`src/rtl/uart_cmd_bridge.sv`:
```
// uart_cmd_bridge: host-side responder that turns UART byte frames into
// register-bus accesses and pushes one response byte per frame.
//
// Frames: 'W' addr data  -> bus write, reply 'K'
//         'R' addr       -> bus read,  reply with read data
//         anything else  -> reply 'E', frame error
// Build option: define UART_CMD_BRIDGE_CHECKSUM_EN to require a trailing
// XOR checksum byte on every W/R frame (mismatch -> 'E', no bus access).
//
// Ports:
//   i_clk, i_rst                clock, asynchronous active-high reset
//   i_rx_empty, i_rd_data       RX FIFO status / first-word-fall-through head
//   o_rd_uart                   RX FIFO pop (combinational, same-cycle capture)
//   i_tx_full                   TX FIFO full
//   o_wr_uart, o_wr_data        TX FIFO push (combinational) / response byte
//   o_bus_addr, o_bus_wdata     register bus address / write data
//   o_bus_we, o_bus_re          request strobes, held until i_bus_ready
//   i_bus_rdata, i_bus_ready    read data / access complete
//   o_busy                      FSM not idle
//   o_frame_err, o_err_cnt      abort/reject pulse and its saturating count
module uart_cmd_bridge #(
    parameter int unsigned      DBITS          = 8,
    parameter int unsigned      TIMEOUT_CYCLES = 1_000_000,
    parameter logic [DBITS-1:0] CMD_WR         = DBITS'(8'h57),
    parameter logic [DBITS-1:0] CMD_RD         = DBITS'(8'h52),
    parameter logic [DBITS-1:0] RSP_ACK        = DBITS'(8'h4B),
    parameter logic [DBITS-1:0] RSP_ERR        = DBITS'(8'h45)
) (
    input  logic             i_clk,
    input  logic             i_rst,
    input  logic             i_rx_empty,
    input  logic [DBITS-1:0] i_rd_data,
    output logic             o_rd_uart,
    input  logic             i_tx_full,
    output logic             o_wr_uart,
    output logic [DBITS-1:0] o_wr_data,
    output logic [DBITS-1:0] o_bus_addr,
    output logic [DBITS-1:0] o_bus_wdata,
    output logic             o_bus_we,
    output logic             o_bus_re,
    input  logic [DBITS-1:0] i_bus_rdata,
    input  logic             i_bus_ready,
    output logic             o_busy,
    output logic             o_frame_err,
    output logic [7:0]       o_err_cnt
);
    localparam int unsigned   TW      = (TIMEOUT_CYCLES > 1) ? $clog2(TIMEOUT_CYCLES) : 1;
    localparam logic [TW-1:0] TO_LAST = TW'(TIMEOUT_CYCLES - 1);

    typedef enum logic [2:0] {
        S_IDLE     = 3'd0,
        S_GET_ADDR = 3'd1,
        S_GET_DATA = 3'd2,
        S_GET_CSUM = 3'd3,
        S_BUS      = 3'd4,
        S_RESP     = 3'd5
    } state_t;

    // State entered after the last payload byte of a frame.
`ifdef UART_CMD_BRIDGE_CHECKSUM_EN
    localparam state_t S_AFTER = S_GET_CSUM;
`else
    localparam state_t S_AFTER = S_BUS;
`endif

    state_t        state, state_nxt;
    logic [TW-1:0] to_cnt;
    logic          is_wr;
    logic          in_get, pop, cmd_ok, timeout, abort;
`ifdef UART_CMD_BRIDGE_CHECKSUM_EN
    logic [DBITS-1:0] csum;
`endif

    // State register
    always_ff @(posedge i_clk or posedge i_rst) begin
        if (i_rst) state <= S_IDLE;
        else       state <= state_nxt;
    end

    // Next-state logic; abort flags every rejected or timed-out frame
    always_comb begin
        state_nxt = state;
        abort     = 1'b0;
        case (state)
            S_IDLE: begin
                if (pop) begin
                    if (cmd_ok) begin
                        state_nxt = S_GET_ADDR;
                    end else begin
                        state_nxt = S_RESP;
                        abort     = 1'b1;
                    end
                end
            end
            S_GET_ADDR: if (pop) state_nxt = is_wr ? S_GET_DATA : S_AFTER;
            S_GET_DATA: if (pop) state_nxt = S_AFTER;
`ifdef UART_CMD_BRIDGE_CHECKSUM_EN
            S_GET_CSUM: begin
                if (pop) begin
                    if (i_rd_data == csum) begin
                        state_nxt = S_BUS;
                    end else begin
                        state_nxt = S_RESP;
                        abort     = 1'b1;
                    end
                end
            end
`endif
            S_BUS:  if (i_bus_ready) state_nxt = S_RESP;
            S_RESP: if (!i_tx_full)  state_nxt = S_IDLE;
            default: state_nxt = S_IDLE;
        endcase
        // timeout only fires with the FIFO empty, so it never races a pop
        if (timeout) begin
            state_nxt = S_IDLE;
            abort     = 1'b1;
        end
    end

    // Combinational outputs and decodes
    always_comb begin
        in_get    = (state == S_GET_ADDR) || (state == S_GET_DATA) || (state == S_GET_CSUM);
        o_rd_uart = !i_rx_empty && (in_get || (state == S_IDLE));
        pop       = o_rd_uart;
        cmd_ok    = (i_rd_data == CMD_WR) || (i_rd_data == CMD_RD);
        timeout   = in_get && i_rx_empty && (to_cnt == TO_LAST);
        o_wr_uart = (state == S_RESP) && !i_tx_full;
        o_busy    = (state != S_IDLE);
    end

    // Frame capture, bus request, response byte, timeout and error counters
    always_ff @(posedge i_clk or posedge i_rst) begin
        if (i_rst) begin
            to_cnt      <= '0;
            is_wr       <= 1'b0;
            o_bus_addr  <= '0;
            o_bus_wdata <= '0;
            o_bus_we    <= 1'b0;
            o_bus_re    <= 1'b0;
            o_wr_data   <= '0;
            o_frame_err <= 1'b0;
            o_err_cnt   <= 8'd0;
        end else begin
            o_frame_err <= abort;
            if (abort && (o_err_cnt != 8'hFF)) o_err_cnt <= o_err_cnt + 8'd1;

            if ((state_nxt == S_IDLE) || pop) to_cnt <= '0;
            else if (in_get)                  to_cnt <= to_cnt + TW'(1);

            if (pop && (state == S_IDLE))     is_wr       <= (i_rd_data == CMD_WR);
            if (pop && (state == S_GET_ADDR)) o_bus_addr  <= i_rd_data;
            if (pop && (state == S_GET_DATA)) o_bus_wdata <= i_rd_data;

            // request rises the cycle after the last accepted byte
            if ((state != S_BUS) && (state_nxt == S_BUS)) begin
                o_bus_we <= is_wr;
                o_bus_re <= !is_wr;
            end
            if ((state == S_BUS) && i_bus_ready) begin
                o_bus_we  <= 1'b0;
                o_bus_re  <= 1'b0;
                o_wr_data <= is_wr ? RSP_ACK : i_bus_rdata;
            end
            if (abort) o_wr_data <= RSP_ERR;
        end
    end

`ifdef UART_CMD_BRIDGE_CHECKSUM_EN
    // Running XOR of command, address and data bytes
    always_ff @(posedge i_clk or posedge i_rst) begin
        if (i_rst)                        csum <= '0;
        else if (pop && (state == S_IDLE)) csum <= i_rd_data;
        else if (pop)                      csum <= csum ^ i_rd_data;
    end
`endif

endmodule

```
`config.mk`:
```
export PLATFORM = sky130hd
export DESIGN_NAME = uart_cmd_bridge
export DESIGN_NICKNAME = d
export VERILOG_FILES = /design/src/rtl/uart_cmd_bridge.sv
export SDC_FILE = /design/constraint.sdc
export NUM_CORES = 1
export LEC_CHECK = 0
export CAP_MARGIN = 5
export CORE_MARGIN = 2
export CORE_UTILIZATION = 40
export DETAILED_ROUTE_END_ITERATION = 8
export GPL_TIMING_DRIVEN = 0
export PLACE_DENSITY = 0.68
export SYNTH_ARGS = -nofsm -noshare
export SYNTH_HDL_FRONTEND = slang
export SYNTH_SLANG_ARGS = --single-unit
```
`constraint.sdc`:
```
create_clock -name i_clk -period 2.3 [get_ports i_clk]
set_input_delay 0.345 -clock i_clk [delete_from_list [all_inputs] [get_ports i_clk]]
set_output_delay 0.345 -clock i_clk [all_outputs]
set_load 0.005 [all_outputs]
```
==> images/pdn.png <==
(4 px per um) Pins as bars on the die edge.
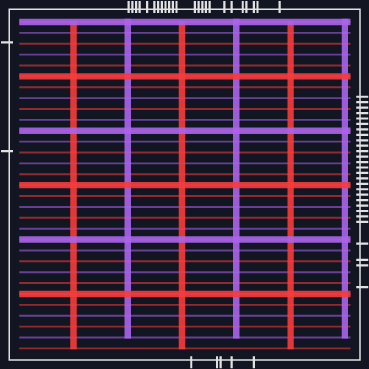
| net | color |
|---|---|
| VSS | red |
| VDD | purple |
rows: 30
met1 rails: 31
met4 straps: 6

==> images/density.png <==
(4 px per um) 9 x 9 tiles, from black (low) to pale yellow (high), 0 to 100% covered.
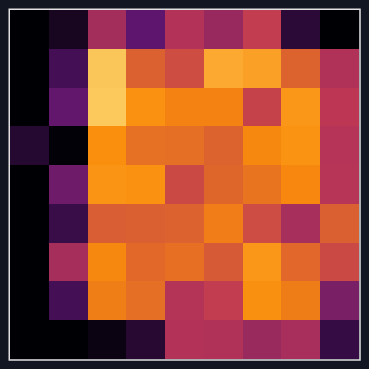
emptiest ninth of the die: bottom left
fullest tile: 88%
nearly empty tiles: 14%
mean over tiles: 47%

==> summary.rpt <==
==== FLOW RESULTS ====
----------------------------------------------------
[Final layout]
  Cell group occupying the most layout area ........................ sequential cells
  Number of nets in the layout ........................ 355
  Non-clock buffer count in the final layout ........................ 66
  Number of fill cells in the layout ........................ 603
  Non-clock inverter count ........................ 4
  Synthesis-to-finish area growth ........................ 32.3%
  Number of standard cells in the layout, taps in and fillers out ........................ 416
  Clock network contribution to total cell area ........................ 0.0497
  Most common logic cell in the routed design ........................ dfrtp_1
  # clk buffers ........................ 10
  Final core occ ........................ 0.544

[Synthesis]
  Synthesized instance count ........................ 262
  Post-synth ARST share ........................ 1.00
  Ranking of synthesized cells by instance count ........................ dfrtp_1, nor2_1, mux2_2, nand2_1, xor2_1
  Biggest area cells ........................ dfrtp_1, mux2_2, nor2_1
  Number of synthesis warnings ........................ 0
  Sequential-to-total area share from yosys stat ........................ 0.532
  Synthesized-area fraction occupied by ao, oa, aoi and oai cells ........................ 0.0527
  Dominant kind of combinational cell ........................ simple AND/OR/NAND/NOR gates
  Leading register cell type out of synthesis ........................ dfrtp_1
  Cell variety after synth ........................ 39
  Netlist Area Pre-Place ........................ 2780 um^2

[Run]
  OpenROAD warning count ........................ 26

[Power]
  Power of the sequential group ........................ 1.48 mW
  Part of the total power dissipated in the clock network ........................ 0.246
  Overall power consumption ........................ 3.59 mW
  Leakage power of the design ........................ 1.55 nW
  Logic pwr share ........................ 0.341
  Top pwr grp ........................ sequential cells
  Ratio of total power to cell area ........................ 976 nW/um^2
  Total net switching power ........................ 1.11 mW

[Clocking]
  Post-CTS setup buffer count ........................ 0
  Late-Pin Clk Latency ........................ 330 ps

[STA]
  Post-layout worst setup margin ........................ 82.1 ps
  Setup tns final ........................ 0 ps
  Final Max Slew Viols ........................ 0
  Final count of negative-setup-slack endpoints ........................ 0
  Max-Slew Margin vs Limit ........................ 0.478

[Floorplan]
  Overall chip area ........................ 7620 um^2
  Tap cell count ........................ 80
  Core area ........................ 6760 um^2

[Place]
  Number of buffers inserted by port buffering ........................ 58
  Post-Place Setup Slack ........................ -292 ps
  Post-detailed-placement cell area ........................ 3480 um^2
  Detailed Place HPWL ........................ 4260 um
  Number of placed instances with taps included ........................ 401

[Route]
  Tally of nets with antenna violations remaining after routing ........................ 0
  Drc violations ........................ 0
  Vias after detailed routing ........................ 2,124

[Worst setup path]
  Startpoint type of the worst setup path ........................ input pin
  CP Data Arrival Time ........................ 1870 ps

[Global route]
  Number of antenna violations at the first check in global routing ........................ 0
  Largest net degree at the start of global routing ........................ 33
  Via count of the first global-routing pass ........................ 2,028
  Sum of overflow across all layers after global routing ........................ 0

[Min path]
  Type of the tightest min-delay check ........................ input pin to async pin

[Status]
  Result of the run ........................ finished clean

----------------------------------------------------
==> images/registers.png <==
(4 px per um) Other sequential cells in the stronger gray, the rest of the logic in the fainter gray.
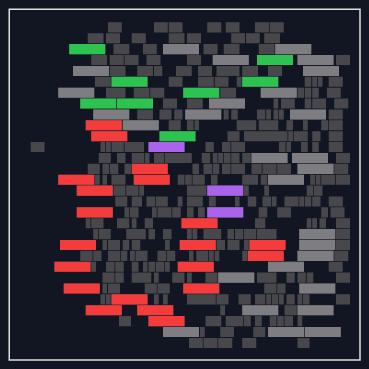
| netlist name | color | flops |
|---|---|---|
| state | purple | 3 |
| o_bus_addr | green | 8 |
| to_cnt | red | 20 |
not colored: 28

==> images/met2.png <==
(4 px per um)
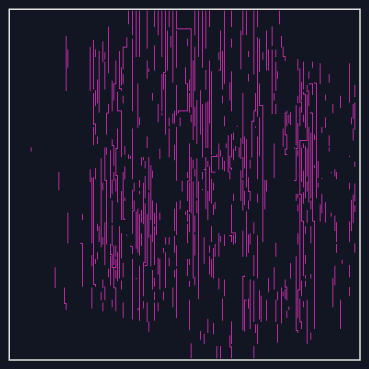
wire length on this layer: 2,750 um
main direction: vertical
longest straight run: 34.0 um

## sequential cells by signal, indices dropped and copies added, names as in the netlist
register / flops
is_wr: 1
o_bus_addr: 8
o_bus_re: 1
o_bus_wdata: 8
o_bus_we: 1
o_err_cnt: 8
o_frame_err: 1
o_wr_data: 8
state: 3
to_cnt: 20
## metal layers
| layer | track usage | share of wire | vias to the layer above |
|---|---|---|---|
| met1 | 0.223 | 0.47 | 1011 |
| met4 | 0.0769 | 0.016 | 0 |
| met5 | 0 | 0 | - |
| met2 | 0.253 | 0.47 | 41 |
| li1 | - | - | 1063 |
| met3 | 0.0351 | 0.036 | 9 |
## worst max-delay path: cells and delay by family
| kind | cells | cell delay (ps) |
|---|---|---|
| buffers and inverters | 3 | 1160 |
| and+or+nand+nor | 1 | 370 |
Power figures rest on the tool's default switching activity, not on a simulated workload.
